Run 1, clock wiring as the flow saved it:
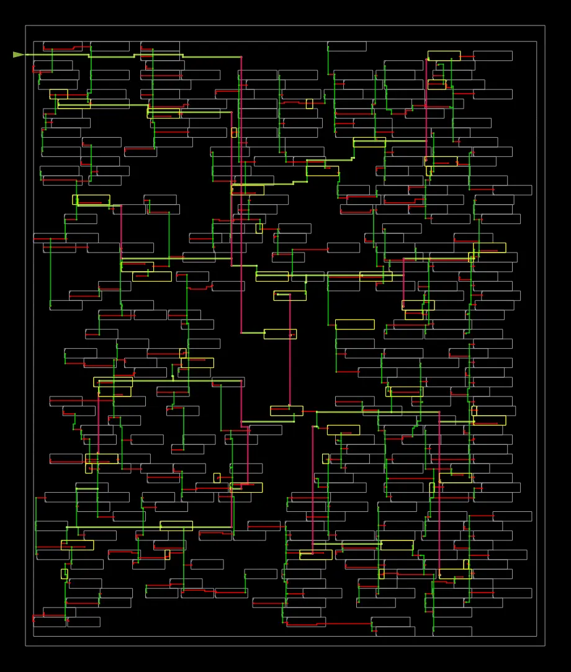
Run 1, placed cells, one color a class:
Scale bar: 50 um. Fill, decap, tap and diode cells in gray.
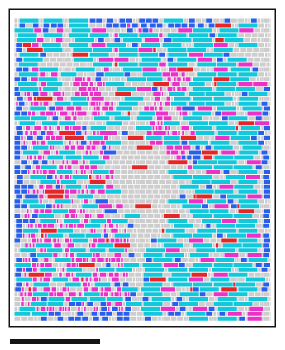
Run 1, gate-type map:
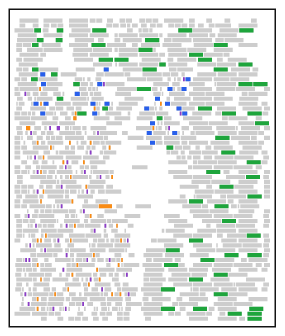
Run 1, signal wires on met2:
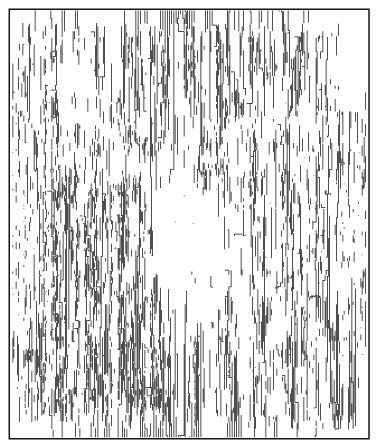
## src/rtl/pe_wrapper_buffered.sv

```systemverilog
// pe_wrapper_buffered
//   Buffered PE wrapper between the PE-array NoC/multicast fabric and one PE
//   core. Fabric side: packed {enable, data} buses. Core side: valid/ready
//   streams. Per-stream FIFOs decouple the two sides; a config FSM latches the
//   packed config word and drains all in-flight data before reconfiguring.
//
//   Optional feature macro: WRAP_PERF_CNT_EN (adds perf_in_stall/perf_out_stall).
//
//   Ports
//     clk, rst (async, active-low), enable (core-side transfer enable)
//     ifmap_in/filter_in/ipsum_in + *_ready     : fabric input streams
//     opsum_out + opsum_ready                   : fabric output stream
//     config_in                                 : {set_info, W, F, S, U, p, q}
//     core_{ifmap,filter,ipsum}[_valid/_ready]  : core input streams
//     core_opsum[_valid/_ready]                 : core output stream
//     core_idle, core_set_info, core_config_*   : config handshake to core
//     cfg_state                                 : IDLE=0, RUN=1, DRAIN=2

module pe_wrapper_buffered_fifo #(
   parameter int W     = 8,
   parameter int DEPTH = 4
) (
   input  logic         clk,
   input  logic         rst,
   input  logic         push,
   input  logic [W-1:0] din,
   input  logic         pop,
   output logic [W-1:0] dout,
   output logic         empty,
   output logic         full
);
   localparam int AW = $clog2(DEPTH);

   logic [W-1:0]  mem [DEPTH];
   logic [AW-1:0] wr_ptr;
   logic [AW-1:0] rd_ptr;
   logic [AW:0]   count;
   logic          do_push;
   logic          do_pop;

   assign empty   = (count == '0);
   assign full    = (count == (AW+1)'(DEPTH));
   assign do_push = push && !full;
   assign do_pop  = pop && !empty;
   assign dout    = mem[rd_ptr];

   always_ff @(posedge clk) begin
      if (do_push) mem[wr_ptr] <= din;
   end

   // Depth is a power of 2, so pointers wrap naturally.
   always_ff @(posedge clk or negedge rst) begin
      if (!rst) begin
         wr_ptr <= '0;
         rd_ptr <= '0;
         count  <= '0;
      end else begin
         if (do_push) wr_ptr <= wr_ptr + 1'b1;
         if (do_pop)  rd_ptr <= rd_ptr + 1'b1;
         case ({do_push, do_pop})
            2'b10:   count <= count + 1'b1;
            2'b01:   count <= count - 1'b1;
            default: count <= count;
         endcase
      end
   end
endmodule

module pe_wrapper_buffered #(
   parameter int IFMAP_DATA_SIZE  = 8,
   parameter int FILTER_DATA_SIZE = 8,
   parameter int PSUM_DATA_SIZE   = 8,
   parameter int IFMAP_NUM        = 1,
   parameter int FILTER_NUM       = 4,
   parameter int IPSUM_NUM        = 1,
   parameter int OPSUM_NUM        = 1,
   parameter int IN_FIFO_DEPTH    = 4,
   parameter int OPSUM_FIFO_DEPTH = 2,
   parameter int CONFIG_Q_BIT     = 2,
   parameter int CONFIG_P_BIT     = 5,
   parameter int CONFIG_U_BIT     = 4,
   parameter int CONFIG_S_BIT     = 4,
   parameter int CONFIG_F_BIT     = 12,
   parameter int CONFIG_W_BIT     = 12
) (
   input  logic clk,
   input  logic rst,
   input  logic enable,
   input  logic [IFMAP_NUM*IFMAP_DATA_SIZE:0]     ifmap_in,
   output logic                                   ifmap_ready,
   input  logic [FILTER_NUM*FILTER_DATA_SIZE:0]   filter_in,
   output logic                                   filter_ready,
   input  logic [IPSUM_NUM*PSUM_DATA_SIZE:0]      ipsum_in,
   output logic                                   ipsum_ready,
   output logic [OPSUM_NUM*PSUM_DATA_SIZE:0]      opsum_out,
   input  logic                                   opsum_ready,
   input  logic [CONFIG_Q_BIT+CONFIG_P_BIT+CONFIG_U_BIT+CONFIG_S_BIT+CONFIG_F_BIT+CONFIG_W_BIT:0] config_in,
   output logic [IFMAP_NUM*IFMAP_DATA_SIZE-1:0]   core_ifmap,
   output logic                                   core_ifmap_valid,
   input  logic                                   core_ifmap_ready,
   output logic [FILTER_NUM*FILTER_DATA_SIZE-1:0] core_filter,
   output logic                                   core_filter_valid,
   input  logic                                   core_filter_ready,
   output logic [IPSUM_NUM*PSUM_DATA_SIZE-1:0]    core_ipsum,
   output logic                                   core_ipsum_valid,
   input  logic                                   core_ipsum_ready,
   input  logic [OPSUM_NUM*PSUM_DATA_SIZE-1:0]    core_opsum,
   input  logic                                   core_opsum_valid,
   output logic                                   core_opsum_ready,
   input  logic                                   core_idle,
   output logic                                   core_set_info,
   output logic [CONFIG_Q_BIT-1:0]                core_config_q,
   output logic [CONFIG_P_BIT-1:0]                core_config_p,
   output logic [CONFIG_U_BIT-1:0]                core_config_U,
   output logic [CONFIG_S_BIT-1:0]                core_config_S,
   output logic [CONFIG_F_BIT-1:0]                core_config_F,
   output logic [CONFIG_W_BIT-1:0]                core_config_W,
`ifdef WRAP_PERF_CNT_EN
   output logic [31:0]                            perf_in_stall,
   output logic [31:0]                            perf_out_stall,
`endif
   output logic [1:0]                             cfg_state
);
   localparam int IF_W  = IFMAP_NUM*IFMAP_DATA_SIZE;
   localparam int FL_W  = FILTER_NUM*FILTER_DATA_SIZE;
   localparam int IP_W  = IPSUM_NUM*PSUM_DATA_SIZE;
   localparam int OP_W  = OPSUM_NUM*PSUM_DATA_SIZE;
   localparam int CFG_W = CONFIG_Q_BIT+CONFIG_P_BIT+CONFIG_U_BIT+CONFIG_S_BIT+CONFIG_F_BIT+CONFIG_W_BIT;

   typedef enum logic [1:0] {
      ST_IDLE  = 2'd0,
      ST_RUN   = 2'd1,
      ST_DRAIN = 2'd2
   } cfg_state_t;

   cfg_state_t       state, state_next;
   logic [CFG_W-1:0] cfg_active;
   logic [CFG_W-1:0] cfg_pending;
   logic             set_pulse;
   logic             load_active;
   logic             load_pending;
   logic             use_pending;
   logic             out_of_reset;

   logic set_info;
   logic [CFG_W-1:0] cfg_fields;
   assign set_info   = config_in[CFG_W];
   assign cfg_fields = config_in[CFG_W-1:0];

   // ---------------- FIFOs ----------------
   logic if_empty, if_full, fl_empty, fl_full, ip_empty, ip_full, op_empty, op_full;
   logic in_accept;
   logic [OP_W-1:0] op_head;

   assign in_accept    = (state == ST_RUN);
   assign ifmap_ready  = !if_full && in_accept;
   assign filter_ready = !fl_full && in_accept;
   assign ipsum_ready  = !ip_full && in_accept;

   assign core_ifmap_valid  = !if_empty && enable;
   assign core_filter_valid = !fl_empty && enable;
   assign core_ipsum_valid  = !ip_empty && enable;

   // Gated by a registered flag so the output ready is low during reset.
   assign core_opsum_ready = !op_full && out_of_reset;
   assign opsum_out        = {!op_empty, op_head};

   pe_wrapper_buffered_fifo #(.W(IF_W), .DEPTH(IN_FIFO_DEPTH)) u_ifmap_fifo (
      .clk(clk), .rst(rst),
      .push(ifmap_in[IF_W] && ifmap_ready), .din(ifmap_in[IF_W-1:0]),
      .pop(core_ifmap_valid && core_ifmap_ready), .dout(core_ifmap),
      .empty(if_empty), .full(if_full));

   pe_wrapper_buffered_fifo #(.W(FL_W), .DEPTH(IN_FIFO_DEPTH)) u_filter_fifo (
      .clk(clk), .rst(rst),
      .push(filter_in[FL_W] && filter_ready), .din(filter_in[FL_W-1:0]),
      .pop(core_filter_valid && core_filter_ready), .dout(core_filter),
      .empty(fl_empty), .full(fl_full));

   pe_wrapper_buffered_fifo #(.W(IP_W), .DEPTH(IN_FIFO_DEPTH)) u_ipsum_fifo (
      .clk(clk), .rst(rst),
      .push(ipsum_in[IP_W] && ipsum_ready), .din(ipsum_in[IP_W-1:0]),
      .pop(core_ipsum_valid && core_ipsum_ready), .dout(core_ipsum),
      .empty(ip_empty), .full(ip_full));

   pe_wrapper_buffered_fifo #(.W(OP_W), .DEPTH(OPSUM_FIFO_DEPTH)) u_opsum_fifo (
      .clk(clk), .rst(rst),
      .push(core_opsum_valid && core_opsum_ready), .din(core_opsum),
      .pop(!op_empty && opsum_ready), .dout(op_head),
      .empty(op_empty), .full(op_full));

   // ---------------- Config FSM ----------------
   logic drained;
   assign drained = if_empty && fl_empty && ip_empty && op_empty && core_idle;

   always_ff @(posedge clk or negedge rst) begin
      if (!rst) begin
         state        <= ST_IDLE;
         out_of_reset <= 1'b0;
      end else begin
         state        <= state_next;
         out_of_reset <= 1'b1;
      end
   end

   always_comb begin
      state_next   = state;
      load_active  = 1'b0;
      load_pending = 1'b0;
      use_pending  = 1'b0;
      case (state)
         ST_IDLE: begin
            if (set_info) begin
               load_active = 1'b1;
               state_next  = ST_RUN;
            end
         end
         ST_RUN: begin
            if (set_info) begin
               load_pending = 1'b1;
               state_next   = ST_DRAIN;
            end
         end
         ST_DRAIN: begin
            if (set_info) load_pending = 1'b1;
            // A set_info arriving on the completing cycle is the newest word,
            // so it bypasses the pending register.
            if (drained) begin
               load_active = 1'b1;
               use_pending = !set_info;
               state_next  = ST_RUN;
            end
         end
         default: state_next = ST_IDLE;
      endcase
   end

   always_ff @(posedge clk or negedge rst) begin
      if (!rst) begin
         cfg_active  <= '0;
         cfg_pending <= '0;
         set_pulse   <= 1'b0;
      end else begin
         set_pulse <= load_active;
         if (load_active)  cfg_active  <= use_pending ? cfg_pending : cfg_fields;
         if (load_pending) cfg_pending <= cfg_fields;
      end
   end

   assign core_set_info = set_pulse;
   assign cfg_state     = state;

   localparam int P_LO = CONFIG_Q_BIT;
   localparam int U_LO = P_LO + CONFIG_P_BIT;
   localparam int S_LO = U_LO + CONFIG_U_BIT;
   localparam int F_LO = S_LO + CONFIG_S_BIT;
   localparam int W_LO = F_LO + CONFIG_F_BIT;

   assign core_config_q = cfg_active[CONFIG_Q_BIT-1:0];
   assign core_config_p = cfg_active[U_LO-1:P_LO];
   assign core_config_U = cfg_active[S_LO-1:U_LO];
   assign core_config_S = cfg_active[F_LO-1:S_LO];
   assign core_config_F = cfg_active[W_LO-1:F_LO];
   assign core_config_W = cfg_active[CFG_W-1:W_LO];

`ifdef WRAP_PERF_CNT_EN
   // ---------------- Stall counters (saturating) ----------------
   logic in_stall, out_stall;
   assign in_stall  = (ifmap_in[IF_W] && !ifmap_ready) ||
                      (filter_in[FL_W] && !filter_ready) ||
                      (ipsum_in[IP_W] && !ipsum_ready);
   assign out_stall = opsum_out[OP_W] && !opsum_ready;

   always_ff @(posedge clk or negedge rst) begin
      if (!rst) begin
         perf_in_stall  <= '0;
         perf_out_stall <= '0;
      end else begin
         if (in_stall && (perf_in_stall != '1))   perf_in_stall  <= perf_in_stall + 32'd1;
         if (out_stall && (perf_out_stall != '1)) perf_out_stall <= perf_out_stall + 32'd1;
      end
   end
`endif

endmodule

```

## config.mk

```make
export PLATFORM = sky130hd
export DESIGN_NAME = pe_wrapper_buffered
export DESIGN_NICKNAME = d
export VERILOG_FILES = /design/src/rtl/pe_wrapper_buffered.sv
export SDC_FILE = /design/constraint.sdc
export NUM_CORES = 1
export LEC_CHECK = 0
export CORE_ASPECT_RATIO = 1.2
export CORE_MARGIN = 2
export CORE_UTILIZATION = 53
export DETAILED_ROUTE_END_ITERATION = 8
export PLACE_DENSITY_LB_ADDON = 0.3
export SLEW_MARGIN = 20
export SYNTH_ARGS = -nofsm -noshare
export SYNTH_HDL_FRONTEND = slang
export SYNTH_SLANG_ARGS = --single-unit
```

## constraint.sdc

```tcl
create_clock -name clk -period 3.3 [get_ports clk]
set_clock_uncertainty 0.05 [all_clocks]
set_input_delay 0.495 -clock clk [delete_from_list [all_inputs] [get_ports clk]]
set_output_delay 0.495 -clock clk [all_outputs]
set_load 0.05 [all_outputs]
```

==> reports/results.ini, run 1 <==
[timing]
setup-violations-final=0
rsz0062_at_grt=false
post-route-period-util_pct=95.8
setup_tns_ns=0
fmaxAchievable_ghz=0.316
finalHoldViolCount=0

[job]
tool_warnings=39

[floorplanning]
tap_cells=320

[clock_tree]
clk_pin_slew_ns=0.07
cts-buffers-inserted=29

[grt]
grt_pass1_vias=7922
grt_max_degree=61
grt-ovfl-total=0
grt_pass1_wl_mm=42.2

[finish]
buffers=230
flop_area_sq_um=8920
largest_cell_class=flip-flops and latches
sh_seq_area_pct=54.1
buffer_area_share_pct=14.2
fillers=1677
nClkBuffers=40
comb_share_pct=22.3

[worst_setup_path]
cp-end-kind=primary output
critPathSlowestCell=or3_2
crit_path_max_incr_delay_ns=0.72
cp-start-kind=register
cp_cell_sequence=or3_2, and2_1, clkdlybuf4s50_1

[outcome]
outcome=finished clean

[placed_design]
routabilityCongestion=0.767
placed_area_sq_um=15600

[route]
num_vias=7693
drt_iter0_drc=540
avgRoutedWirePerCell_um=19.1

[synth]
synthCells=835
synth-seq-cells=315

[pwr]
ir_worst_vdd_mv=0.676

About 'clock wiring as the flow saved it':
flip-flops: 315
clk pwr: 3260 uW

About 'placed cells, one color a class':
color	class	cells
blue	remaining buffers and delay cells	230
magenta	combinational and other logic	462
red	clock drivers and dummy loads	52
cyan	sequential cells	315

About 'gate-type map':
color	family	cells
orange	nor cells	48
blue	xor and xnor cells	23
purple	nand cells	45
green	mux cells	63

About 'signal wires on met2':
longest straight run	74.5 um
share of all routed wire	51%
wire length on this layer	13400 um
nets with wire on the layer	1002
main direction	vertical
final WL: 26.3 mm
met2 Usage GRT: 35.6%

[run 1: cells by family after synthesis]
| logic type | after synthesis | synth area share (%) |
|---|---|---|
| other | 1 | 0.0287 |
| buffers and inverters | 120 | 3.62 |
| adders and majority gates | 24 | 2.47 |
| muxes | 63 | 9.59 |
| DFF | 315 | 68.4 |
| xor gates and xnor gates | 23 | 1.54 |
| and+or+nand+nor | 123 | 4.32 |
| AOI/OAI and AO/OA | 166 | 10.0 |
[run 1: path summary, 6_finish.rpt]
path                       cells past startpoint  slack [ns]                         startpoint                         endpoint
setup / recovery                               3        0.14  u_ipsum_fifo.count[0]$_DFFE_PN0P_                 core_ipsum_valid
hold / removal                                 2        0.43        cfg_pending[20]$_DFFE_PN0P_      cfg_pending[20]$_DFFE_PN0P_
setup reg to reg                               8        0.59           cfg_state[0]$_DFFE_PN0P_       cfg_active[37]$_DFFE_PN0P_
hold reg to reg                                2        0.43        cfg_pending[20]$_DFFE_PN0P_      cfg_pending[20]$_DFFE_PN0P_
max in group asynchronous                      3        1.95                                rst       cfg_active[14]$_DFFE_PN0P_
min in group asynchronous                      2        0.49                                rst  u_opsum_fifo.rd_ptr$_DFFE_PN0P_
[run 1: routing by layer]
metal / routed length, um / up-vias / track usage, %
met3: 1680 / 40 / 3.19
met2: 13400 / 232 / 35.6
met5: 0 / - / 0
met1: 10700 / 3845 / 27.4
met4: 474 / 0 / 4.73
li1: - / 3576 / -
[run 1: where the power goes]
group	internal (uW)	leakage, uW	switching, uW	total [uW]
Clock	1910	0.000461	1350	3260
Combinational	2760	0.00249	4510	7260
Sequential	5160	0.00317	701	5860
Total	9820	0.00613	6560	16400
[run 1: per-stage QoR]
stage               utilization, %  hold slack, ns  setup slack, ns  total power (uW)  instances
floorplan                        -           0.149           0.0884             10900        835
global placement              64.7           0.412            0.425             13100       1326
detailed placement            64.7           0.422            0.332             13300       1326
CTS                           68.6           0.436           0.0216             16600       1379
global route                  68.6           0.460           0.0494             17200       1379
finish                        68.6           0.433            0.139             16400       1379
[run 1: sequential cells by signal, indices dropped and copies added (netlist names), 3 cells and up]
name and count:
u_filter_fifo.mem 128, cfg_active 39, u_ipsum_fifo.mem 32, u_ifmap_fifo.mem 32
u_ifmap_fifo.count 3, u_filter_fifo.count 3, cfg_pending 39, u_ipsum_fifo.count 3
u_opsum_fifo.mem 16
[run 1: layout by cell type, fill, tap and decap left out, types with 21 or more instances in the layout]
master,instances
clkbuf_16,29
o21ai_0,40
dfrtp_1,106
nor2_1,45
inv_1,62
nand2_1,44
mux4_2,48
o41a_1,39
edfxtp_1,208
clkdlybuf4s50_1,208
a211oi_1,78
ha_1,21
[run 1: worst min-delay path: cells and delay by family (launching register included)]
family | cells | cell delay (ns)
AOI/OAI and AO/OA | 1 | 0.06
DFF | 1 | 0.34
and+or+nand+nor | 1 | 0.04
[run 1: repair_timing]
| action | in CTS | in global routing |
|---|---|---|
| setup endpoints to repair | 0 | 4 |
| hold endpoints to repair | 47 | 0 |
| resized | 0 | 4 |
| hold buffers | 1 | 0 |
Run 1, cells by drive strength:
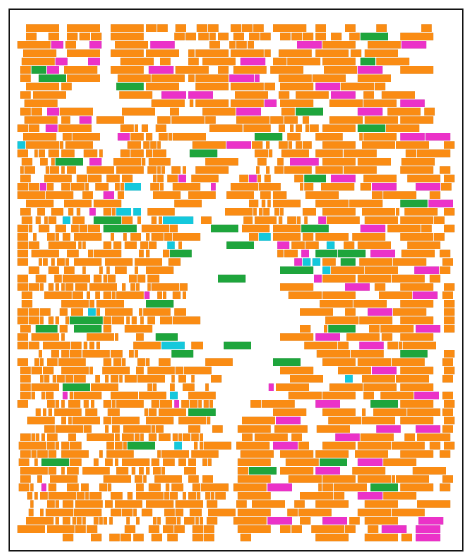

## Run 2: what changed since run 1
- CORE_ASPECT_RATIO: 1.2 -> 2
- TNS_END_PERCENT: not set -> 5
Run 2, cells by drive strength:
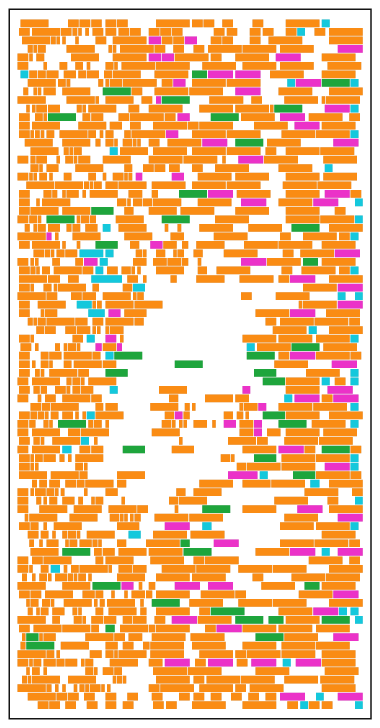
color	size	cells	share	most used
green	_6 and larger	44	4.1%	clkbuf_16
cyan	_3 and _4 cells	56	5.3%	buf_4
magenta	_2 cells	73	6.9%	mux4_2
orange	_0 and _1 cells	888	84%	edfxtp_1
Non-clk bufs: 234
crit path setup slack, layout: 0.153 ns
Final Cell Area: 16400 sq um
P&R area growth vs syn: 25.7%

==> reports/results.ini, run 2 <==
[clock_tree]
cts-buffers-inserted=27
clk_pin_slew_ns=0.07

[finish]
mostFrequentLayoutCell=edfxtp_1
largest_register=u_filter_fifo.mem
largestRegisters=u_filter_fifo.mem (128), cfg_active (39), cfg_pending (39)
layout_top_cells=edfxtp_1, clkdlybuf4s50_1, dfrtp_1
largest_reg_flops=128

[grt]
grt-ovfl-total=0
use_met2_pct=39.2
grt_pass1_wl_mm=42.5
met3_usage_pct=3.27
grt_pass1_vias=7989

[worst_setup_path]
cp_cell_sequence=mux4_2, clkdlybuf4s50_1
cp-end-kind=primary output

[synth]
synth-seq-cells=315

[timing]
fmaxAchievable_ghz=0.318
setup-violations-final=0
rsz0062_at_grt=false
finalHoldViolCount=0

[route]
num_vias=7711
routed_wl_mm=26.9
drt_iter0_drc=395

[outcome]
outcome=finished clean

[pwr]
ir_worst_vdd_mv=0.659

[placed_design]
place_ws_ns=0.505
routabilityCongestion=0.774

Run 2, clock wiring as the flow saved it:
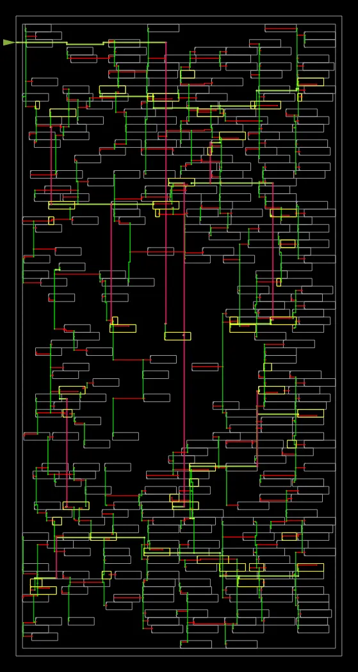
clk pwr: 3110 uW
clkbuf count: 36

[run 2: cell counts after synthesis]
No cell type changed its count.
[run 2: stage by stage]
step           TNS (ns)  utilization [%]  hold slack [ns]  std cells
2_1_floorplan     -6.83                -            0.149        835
3_3_place_gp          0             63.8            0.412       1300
3_5_place_dp          0             63.8            0.421       1300
4_1_cts               0             67.4            0.421       1351
5_1_grt               0             67.5            0.443       1351
6_report              0             67.5            0.431       1351
[run 2: report_power, final]
group	leakage (uW)	internal, uW	total, uW	switching (uW)
sequential	0.00317	5150	5850	700
combinational	0.00253	2700	7230	4530
clock	0.000427	1700	3110	1410
[run 2: area by class of cell]
| class | instances | area (sq um) |
|---|---|---|
| Multi-Input combinational cell | 400 | 3680 |
| Inverter | 62 | 233 |
| Fill cell | 1731 | 7920 |
| Timing Repair Buffer | 234 | 2330 |
| Clock inverter | 14 | 128 |
| Sequential cell | 315 | 8920 |
| Tap cell | 290 | 363 |
| Clock buffer | 36 | 749 |
[run 2: what timing repair did]
action                     4_1_cts  5_1_grt
cloned                           0        0
resized                          1        4
hold endpoints to repair        44        0
setup endpoints to repair        1        4
hold buffers                     1        0
[run 2: tightest hold or removal path, stage by stage (launching register included)]
cell     delay (ns)
dfrtp_1        0.34
nand2_1        0.04
o21ai_0        0.06
[run 2: worst paths after layout]
| path | start | to | depth (start not counted) |
|---|---|---|---|
| setup reg to reg | cfg_state[0]$_DFFE_PN0P_ | cfg_active[23]$_DFFE_PN0P_ | 7 |
| hold reg to reg | cfg_pending[10]$_DFFE_PN0P_ | cfg_pending[10]$_DFFE_PN0P_ | 2 |
| setup / recovery | u_ipsum_fifo.rd_ptr[0]$_DFFE_PN0P_ | core_ipsum[5] | 2 |
| max in group asynchronous | rst | cfg_pending[12]$_DFFE_PN0P_ | 3 |
| hold / removal | cfg_pending[10]$_DFFE_PN0P_ | cfg_pending[10]$_DFFE_PN0P_ | 2 |
| min in group asynchronous | rst | cfg_active[13]$_DFFE_PN0P_ | 2 |
[run 2: layer usage]
| metal | share of wire, % | vias to the layer above | routed length (um) |
|---|---|---|---|
| met1 | 37 | 3888 | 9880 |
| met4 | 2.2 | 0 | 596 |
| li1 | - | 3581 | - |
| met5 | 0 | - | 0 |
| met2 | 57 | 211 | 15200 |
| met3 | 4.6 | 31 | 1230 |
[run 2: cell families after synthesis]
| family | Yosys count | share of synthesized area (%) |
|---|---|---|
| other | 1 | 0.0287 |
| buffers and inverters | 120 | 3.62 |
| and+or+nand+nor | 123 | 4.32 |
| xor gates and xnor gates | 23 | 1.54 |
| AOI/OAI and AO/OA | 166 | 10.0 |
| muxes | 63 | 9.59 |
| DFF | 315 | 68.4 |
| adders and majority gates | 24 | 2.47 |
Run 2, placed cells, one color a class:
Scale bar: 20 um. Fill, decap, tap and diode cells in gray.
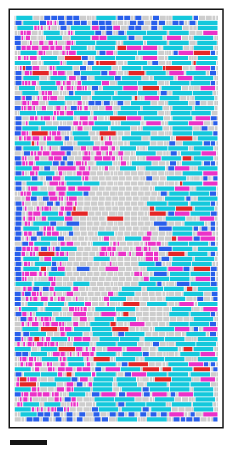

## Run 3: what changed since run 2
- CORE_UTILIZATION: 53 -> 63
- DONT_BUFFER_PORTS: not set -> 1
Run 3, placed cells, one color a class:
Scale bar: 20 um. Fill, decap, tap and diode cells in gray.
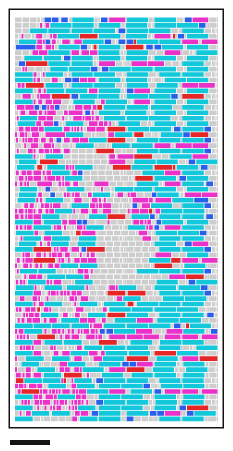
color	class	cells
blue	remaining buffers and delay cells	78
magenta	combinational and other logic	462
red	clock drivers and dummy loads	48
cyan	sequential cells	315

Run 3, signal wires on met2:
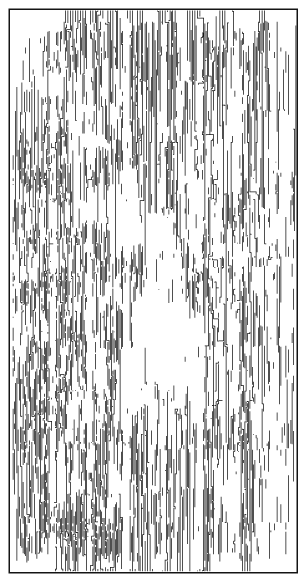
longest straight run	72.4 um
wire length on this layer	15800 um
main direction	vertical
final WL: 28.5 mm
met2 Usage GRT: 48.1%
via count: 7468

==> reports/results.ini, run 3 <==
[outcome]
outcome=finished clean

[pwr]
sw_frac_of_total_pct=42.9
p_clk_share_pct=22.1

[worst_setup_path]
ff2ff_setup_slack_ns=0.54
worstReg2RegStart=cfg_state[1]$_DFFE_PN0P_
cp_cell_sequence=or3_1, buf_4, and2_1
cp-start-kind=register
cp-end-kind=primary output

[grt]
grtUsageMet1_pct=29.4
grt-ovfl-total=0
met3_usage_pct=5.68

[finish]
layout_top_cells=edfxtp_1, dfrtp_1, a211oi_1
finalNonFillerCells=1171
largest_reg_flops=128
syn_to_final_growth_pct=14.1

[worst_hold_path]
worstHoldStart=config_in[39]
min_to=core_set_info$_DFF_PN0_

[clock_tree]
cts-buffers-inserted=26

[timing]
fmaxAchievable_ghz=0.339

[job]
tool_warnings=43

==> run 3: cell counts after synthesis <==
No cell type changed its count.
==> run 3: worst max path at each step <==
stage,from,endpoint,slack [ns],depth (start not counted)
floorplan,cfg_state[0]$_DFFE_PN0P_,u_filter_fifo.mem[1][0]$_DFFE_PP_,-0.07,4
global placement,cfg_state[1]$_DFFE_PN0P_,cfg_active[16]$_DFFE_PN0P_,0.69,7
detailed placement,cfg_state[1]$_DFFE_PN0P_,cfg_active[25]$_DFFE_PN0P_,0.60,7
CTS,u_ipsum_fifo.count[2]$_DFFE_PN0P_,core_ipsum_valid,0.34,3
global route,u_ipsum_fifo.count[2]$_DFFE_PN0P_,core_ipsum_valid,0.22,3
finish,u_ipsum_fifo.count[2]$_DFFE_PN0P_,core_ipsum_valid,0.35,3
==> run 3: kinds of logic (layout without fill, tap and decap cells) <==
kind of cell             Yosys count  count (layout)  synth area share (%)
flip-flops                       315             315                  68.4
AND-OR/OR-AND                    166             166                  10.0
AND/OR/NAND/NOR                  123             123                  4.32
buffers and inverters            120             188                  3.62
multiplexers                      63              63                  9.59
adder cells (fa/ha/maj)           24              24                  2.47
XOR/XNOR                          23              23                  1.54
other                              1               3                0.0287
==> run 3: metrics by stage <==
| step | setup TNS [ns] | instance area [sq um] | hold slack (ns) | setup slack (ns) | utilization (%) |
|---|---|---|---|---|---|
| 6_report | 0 | 14900 | 0.0407 | 0.354 | 73.1 |
| 3_5_place_dp | 0 | 13300 | 0.152 | 0.603 | 65.5 |
| 5_1_grt | 0 | 14900 | 0.0312 | 0.221 | 73.1 |
| 2_1_floorplan | -6.83 | 13100 | 0.149 | -0.0712 | - |
| 3_3_place_gp | 0 | 13300 | 0.152 | 0.692 | 65.5 |
| 4_1_cts | 0 | 14900 | 0.0184 | 0.344 | 73.1 |
==> run 3: power by group through the flow <==
stage,logic [uW],clock network (uW),registers (uW)
3_5_place_dp,5050,0,6920
3_3_place_gp,4810,0,6830
5_1_grt,5540,3590,6970
6_report,5190,3410,6860
4_1_cts,5200,3450,6860
2_1_floorplan,4400,0,6530
==> run 3: layout make-up <==
cell class	instances	area [sq um]
Multi-Input combinational cell	400	3680
Tap cell	266	333
Inverter	62	233
Antenna cell	2	5.00
Fill cell	1259	5470
Sequential cell	315	8920
Clock buffer	32	714
Timing Repair Buffer	78	761
Clock inverter	16	246
==> run 3: repair_timing <==
action                                 CTS  global route
buffers inserted                         0             0
hold buffers                            58             0
endpoints found under the hold margin  315             0
==> run 3: metal layers <==
metal,up-vias,share of wire (%)
met5,-,0
met3,72,7.0
met2,347,56
met4,0,4.2
met1,3781,33
li1,3268,-
Power figures rest on the tool's default switching activity, not on a simulated workload.
